Figure 1. The metal 1 layer.
Scale: 2 px per micron.
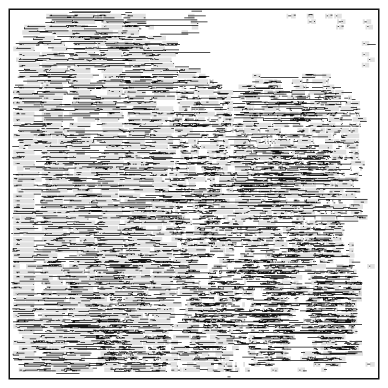
Figure 2. Signal wires on met2.
Scale: 2 px per micron.
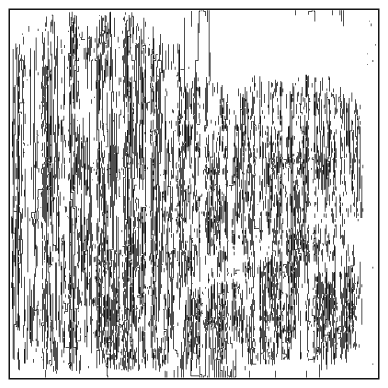
Figure 3. Signal wires on met3.
Scale: 1.5 px per micron.
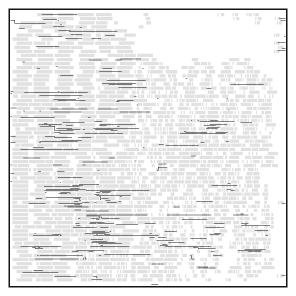
**config.mk**
```make
export PLATFORM = sky130hd
export DESIGN_NAME = safe_softmax_exp_stage
export DESIGN_NICKNAME = d
export VERILOG_FILES = /design/src/rtl/safe_softmax_pkg.sv /design/src/rtl/safe_softmax_lut_neg.sv /design/src/rtl/safe_softmax_exp_stage.sv
export SDC_FILE = /design/constraint.sdc
export NUM_CORES = 1
export LEC_CHECK = 0
export CAP_MARGIN = 40
export CORE_UTILIZATION = 57
export DETAILED_ROUTE_END_ITERATION = 12
export GPL_TIMING_DRIVEN = 0
export HOLD_SLACK_MARGIN = 0.08
export PLACE_DENSITY = 0.78
export SKIP_CTS_REPAIR_TIMING = 1
export SKIP_LAST_GASP = 1
export SYNTH_ARGS = -nofsm -noshare
export SYNTH_HDL_FRONTEND = slang
export SYNTH_HIERARCHICAL = 1
export SYNTH_SLANG_ARGS = --single-unit
export TNS_END_PERCENT = 5
```
**constraint.sdc**
```tcl
create_clock -name i_clk -period 11.1 [get_ports i_clk]
set_clock_uncertainty 0.05 [all_clocks]
set_input_delay 1.11 -clock i_clk [delete_from_list [all_inputs] [get_ports i_clk]]
set_output_delay 1.11 -clock i_clk [all_outputs]
set_load 0.01 [all_outputs]
```
**src/rtl/safe_softmax_pkg.sv**
```systemverilog
// Shared constants and FSM state type for the safe-softmax exponent stage.
// Latency: n/a (declarations only).
// Backpressure: n/a.
package safe_softmax_pkg;

    localparam logic [13:0] LOG2E_Q13 = 14'd11819;  // log2(e) in Q13
    localparam logic [13:0] ONE_Q13   = 14'd8192;   // 1.0 in Q13
    localparam int          LUT_IDX_W = 5;          // fractional index bits into the 2^-f table
    localparam int          LUT_W     = 14;         // table entry width (holds 8192)
    localparam int          FRAC_W    = 13;         // fractional bits of the Q13 formats
    localparam int          MAX_SHIFT = 14;         // integer exponent at which the result flushes to 0

    typedef enum logic [1:0] {
        LOAD  = 2'd0,
        CALC  = 2'd1,
        DRAIN = 2'd2
    } state_t;

endpackage

```
**src/rtl/safe_softmax_lut_neg.sv**
```systemverilog
// 2^(-vi/32) lookup in Q13 (8192 = 1.0), rounded to nearest.
// Latency: combinational.
// Backpressure: none (pure function of vi).
module safe_softmax_lut_neg
    import safe_softmax_pkg::*;
(
    input  logic [LUT_IDX_W-1:0] vi,
    output logic [LUT_W-1:0]     val
);

    // Table lookup of the fractional power of two
    always_comb begin
        val = ONE_Q13;
        case (vi)
            5'd0:    val = ONE_Q13;
            5'd1:    val = 14'd8016;
            5'd2:    val = 14'd7845;
            5'd3:    val = 14'd7677;
            5'd4:    val = 14'd7512;
            5'd5:    val = 14'd7351;
            5'd6:    val = 14'd7194;
            5'd7:    val = 14'd7039;
            5'd8:    val = 14'd6889;
            5'd9:    val = 14'd6741;
            5'd10:   val = 14'd6597;
            5'd11:   val = 14'd6455;
            5'd12:   val = 14'd6317;
            5'd13:   val = 14'd6182;
            5'd14:   val = 14'd6049;
            5'd15:   val = 14'd5919;
            5'd16:   val = 14'd5793;
            5'd17:   val = 14'd5668;
            5'd18:   val = 14'd5547;
            5'd19:   val = 14'd5428;
            5'd20:   val = 14'd5312;
            5'd21:   val = 14'd5198;
            5'd22:   val = 14'd5087;
            5'd23:   val = 14'd4978;
            5'd24:   val = 14'd4871;
            5'd25:   val = 14'd4767;
            5'd26:   val = 14'd4664;
            5'd27:   val = 14'd4565;
            5'd28:   val = 14'd4467;
            5'd29:   val = 14'd4371;
            5'd30:   val = 14'd4277;
            5'd31:   val = 14'd4186;
            default: val = ONE_Q13;
        endcase
    end

endmodule

```
**src/rtl/safe_softmax_exp_stage.sv**
```systemverilog
// Buffers one row of scores, tracks its max, then streams exp(x - max) = 2^-(d*log2e) per element.
// Latency: first result 2 cycles after the last accepted score, then 1 result/cycle.
// Backpressure: o_ready low for the whole output phase; o_data/o_last held while o_valid & !i_ready.
// Optional row-sum output o_sum is built only when SOFTMAX_SUM_EN is defined.
module safe_softmax_exp_stage
    import safe_softmax_pkg::*;
#(
    parameter int D_W     = 16,
    parameter int ROW_LEN = 16
)(
    input  logic                            i_clk,
    input  logic                            i_rst,
    input  logic [D_W-1:0]                  i_data,
    input  logic                            i_valid,
    output logic                            o_ready,
    output logic [D_W-1:0]                  o_data,
    output logic                            o_valid,
    output logic                            o_last,
    input  logic                            i_ready,
    output logic [D_W+$clog2(ROW_LEN)-1:0]  o_sum
);

    localparam int CNT_W  = $clog2(ROW_LEN);
    localparam int SUM_W  = D_W + CNT_W;
    localparam int PROD_W = D_W + 1 + $bits(LOG2E_Q13);
    localparam int T_W    = PROD_W - FRAC_W;
    localparam int K_W    = T_W - FRAC_W;
    localparam logic [CNT_W-1:0]      LAST_IDX = CNT_W'(ROW_LEN - 1);
    localparam logic signed [D_W-1:0] MOST_NEG = {1'b1, {(D_W-1){1'b0}}};

    state_t                state, state_nxt;
    logic [CNT_W-1:0]      wcnt, rcnt;
    logic signed [D_W-1:0] row_max;
    logic [D_W-1:0]        row_buf [ROW_LEN];
    logic                  accept, load_out;
    logic [D_W-1:0]        x_cur;
    logic [D_W:0]          diff;
    logic [PROD_W-1:0]     prod;
    logic [T_W-1:0]        t;
    logic [K_W-1:0]        k;
    logic [LUT_IDX_W-1:0]  vi;
    logic [LUT_W-1:0]      lut_val;
    logic [D_W-1:0]        y;

    assign accept = i_valid & o_ready;

    // State register
    always_ff @(posedge i_clk or posedge i_rst) begin
        if (i_rst) state <= LOAD;
        else       state <= state_nxt;
    end

    // Next state, input ready and output-register load enable
    always_comb begin
        state_nxt = state;
        o_ready   = 1'b0;
        load_out  = 1'b0;
        case (state)
            LOAD: begin
                o_ready = 1'b1;
                if (i_valid && wcnt == LAST_IDX) state_nxt = CALC;
            end
            CALC: begin
                if (!o_valid || i_ready) begin
                    load_out = 1'b1;
                    if (rcnt == LAST_IDX) state_nxt = DRAIN;
                end
            end
            DRAIN: begin
                if (o_valid && i_ready) state_nxt = LOAD;
            end
            default: state_nxt = LOAD;
        endcase
    end

    // Row buffer: plain register array written in arrival order
    always_ff @(posedge i_clk) begin
        if (accept) row_buf[wcnt] <= i_data;
    end

    // d is never negative since max >= every element; one extra bit covers the full signed span
    assign x_cur = row_buf[rcnt];
    assign diff  = {row_max[D_W-1], row_max} - {x_cur[D_W-1], x_cur};
    assign prod  = PROD_W'(diff) * PROD_W'(LOG2E_Q13);
    assign t     = T_W'(prod >> FRAC_W);
    assign k     = K_W'(t >> FRAC_W);
    assign vi    = LUT_IDX_W'(t >> (FRAC_W - LUT_IDX_W));
    assign y     = (k >= K_W'(MAX_SHIFT)) ? '0 : (D_W'(lut_val) >> k);

    safe_softmax_lut_neg u_lut (
        .vi  (vi),
        .val (lut_val)
    );

    // Counters, running max and the output register
    always_ff @(posedge i_clk or posedge i_rst) begin
        if (i_rst) begin
            wcnt    <= '0;
            rcnt    <= '0;
            row_max <= MOST_NEG;
            o_valid <= 1'b0;
            o_data  <= '0;
            o_last  <= 1'b0;
        end else begin
            if (accept) begin
                wcnt <= (wcnt == LAST_IDX) ? '0 : wcnt + 1'b1;
                if ($signed(i_data) > row_max) row_max <= $signed(i_data);
                if (wcnt == LAST_IDX) rcnt <= '0;
            end
            if (load_out) begin
                o_data  <= y;
                o_last  <= (rcnt == LAST_IDX);
                o_valid <= 1'b1;
                rcnt    <= rcnt + 1'b1;
            end else if (o_valid && i_ready) begin
                o_valid <= 1'b0;
                o_last  <= 1'b0;
            end
            if (state == DRAIN && state_nxt == LOAD) begin
                wcnt    <= '0;
                row_max <= MOST_NEG;
            end
        end
    end

`ifdef SOFTMAX_SUM_EN
    logic [SUM_W-1:0] sum_acc;

    // Row sum: cleared as the row enters CALC, then adds every result loaded into the output register
    always_ff @(posedge i_clk or posedge i_rst) begin
        if (i_rst)                            sum_acc <= '0;
        else if (accept && wcnt == LAST_IDX)  sum_acc <= '0;
        else if (load_out)                    sum_acc <= sum_acc + SUM_W'(y);
    end

    assign o_sum = sum_acc;
`else
    assign o_sum = '0;
`endif

endmodule

```
==> PnR_summary.wiki <==
== Flow metrics ==
{| class="wikitable"
! Metric !! Value
|-
| Core occupancy in the finished layout || 67.8%
|-
| Flip-flop and latch area || 8740 sq um
|-
| Post-Place Cell Area || 20,300 sq um
|-
| Layout Cell Area excl Fill || 22,100 sq um
|-
| Max-Slew Margin vs Limit || 45.3%
|-
| Post-synthesis area per instance || 13.1 sq um
|-
| Total congestion overflow after global routing || 0
|-
| Count of inverters other than clock inverters in the layout || 198
|-
| Largest incremental delay on the critical path || around 600 ps
|-
| Data buffer area share || 7.00%
|-
| Setup TNS || 0 ps
|-
| Number of enable flip-flop cells || 256
|-
| Count of final setup violators || 0
|-
| Worst hold path type || register to register
|-
| Synth top area share || 40.7%
|-
| Number of antenna violations at the first check in global routing || 0
|-
| Bufs on Longest Clock Path || 3
|-
| Final setup slack of the worst path || 227 ps
|-
| Die height || 184 microns
|-
| Fin. Hold Viols || 0
|-
| Transition time of the tightest slew-check pin || between 800 and 900 ps
|-
| Count of maximum capacitance violations || 0
|-
| Post-Synth XOR/XNOR Area || 2.37%
|-
| Mi-comb count || 896
|-
| Setup repair after global routing missed its margin || yes
|-
| Post-route fraction of the period consumed by the critical path || between 90% and 100%
|-
| Critical setup path kind || register to register
|-
| Seq share, synth || 46.3%
|-
| Core area || 32,500 sq um
|-
| Net count reported at finish || between 1,500 and 2,000
|-
| Library cells used by synthesis || 77
|-
| Run status || finished, final reports clean
|-
| Number of I/O pins || 59
|-
| Post-DR wirelength/cell || 21.8 microns
|}
## Picture notes: Figure 1
share of all routed wire: 40%
main direction: horizontal
wire length on this layer: 17,800 microns

## Picture notes: Figure 2
share of all routed wire: 52%
wire length on this layer: 23.4 mm
nets with wire on the layer: 1,634
longest straight run: 79.9 microns

## Picture notes: Figure 3
wire length on this layer: 2,340 microns
main direction: horizontal

path summary, 6_finish.rpt:
path / startpoint / end / slack, ps / cells after the start
worst max-delay path: rcnt[0] / o_data[1] / 230 / 45
worst min-delay path: o_data[11] / o_data[11] / 440 / 2
worst max register to register: rcnt[0] / o_data[1] / 230 / 45
worst min register to register: o_data[11] / o_data[11] / 440 / 2
max in group asynchronous: i_rst / row_max[15] / 9670 / 3
min in group asynchronous: i_rst / wcnt[1] / 780 / 2
routing by layer:
metal	part of all wire (%)	routed length (microns)	track usage, %	vias up
met5	0	0	0	-
met1	40	17800	34.2	6294
met2	52	23400	46.3	451
li1	-	-	-	5569
met4	2.9	1300	10.3	0
met3	5.2	2340	2.54	75
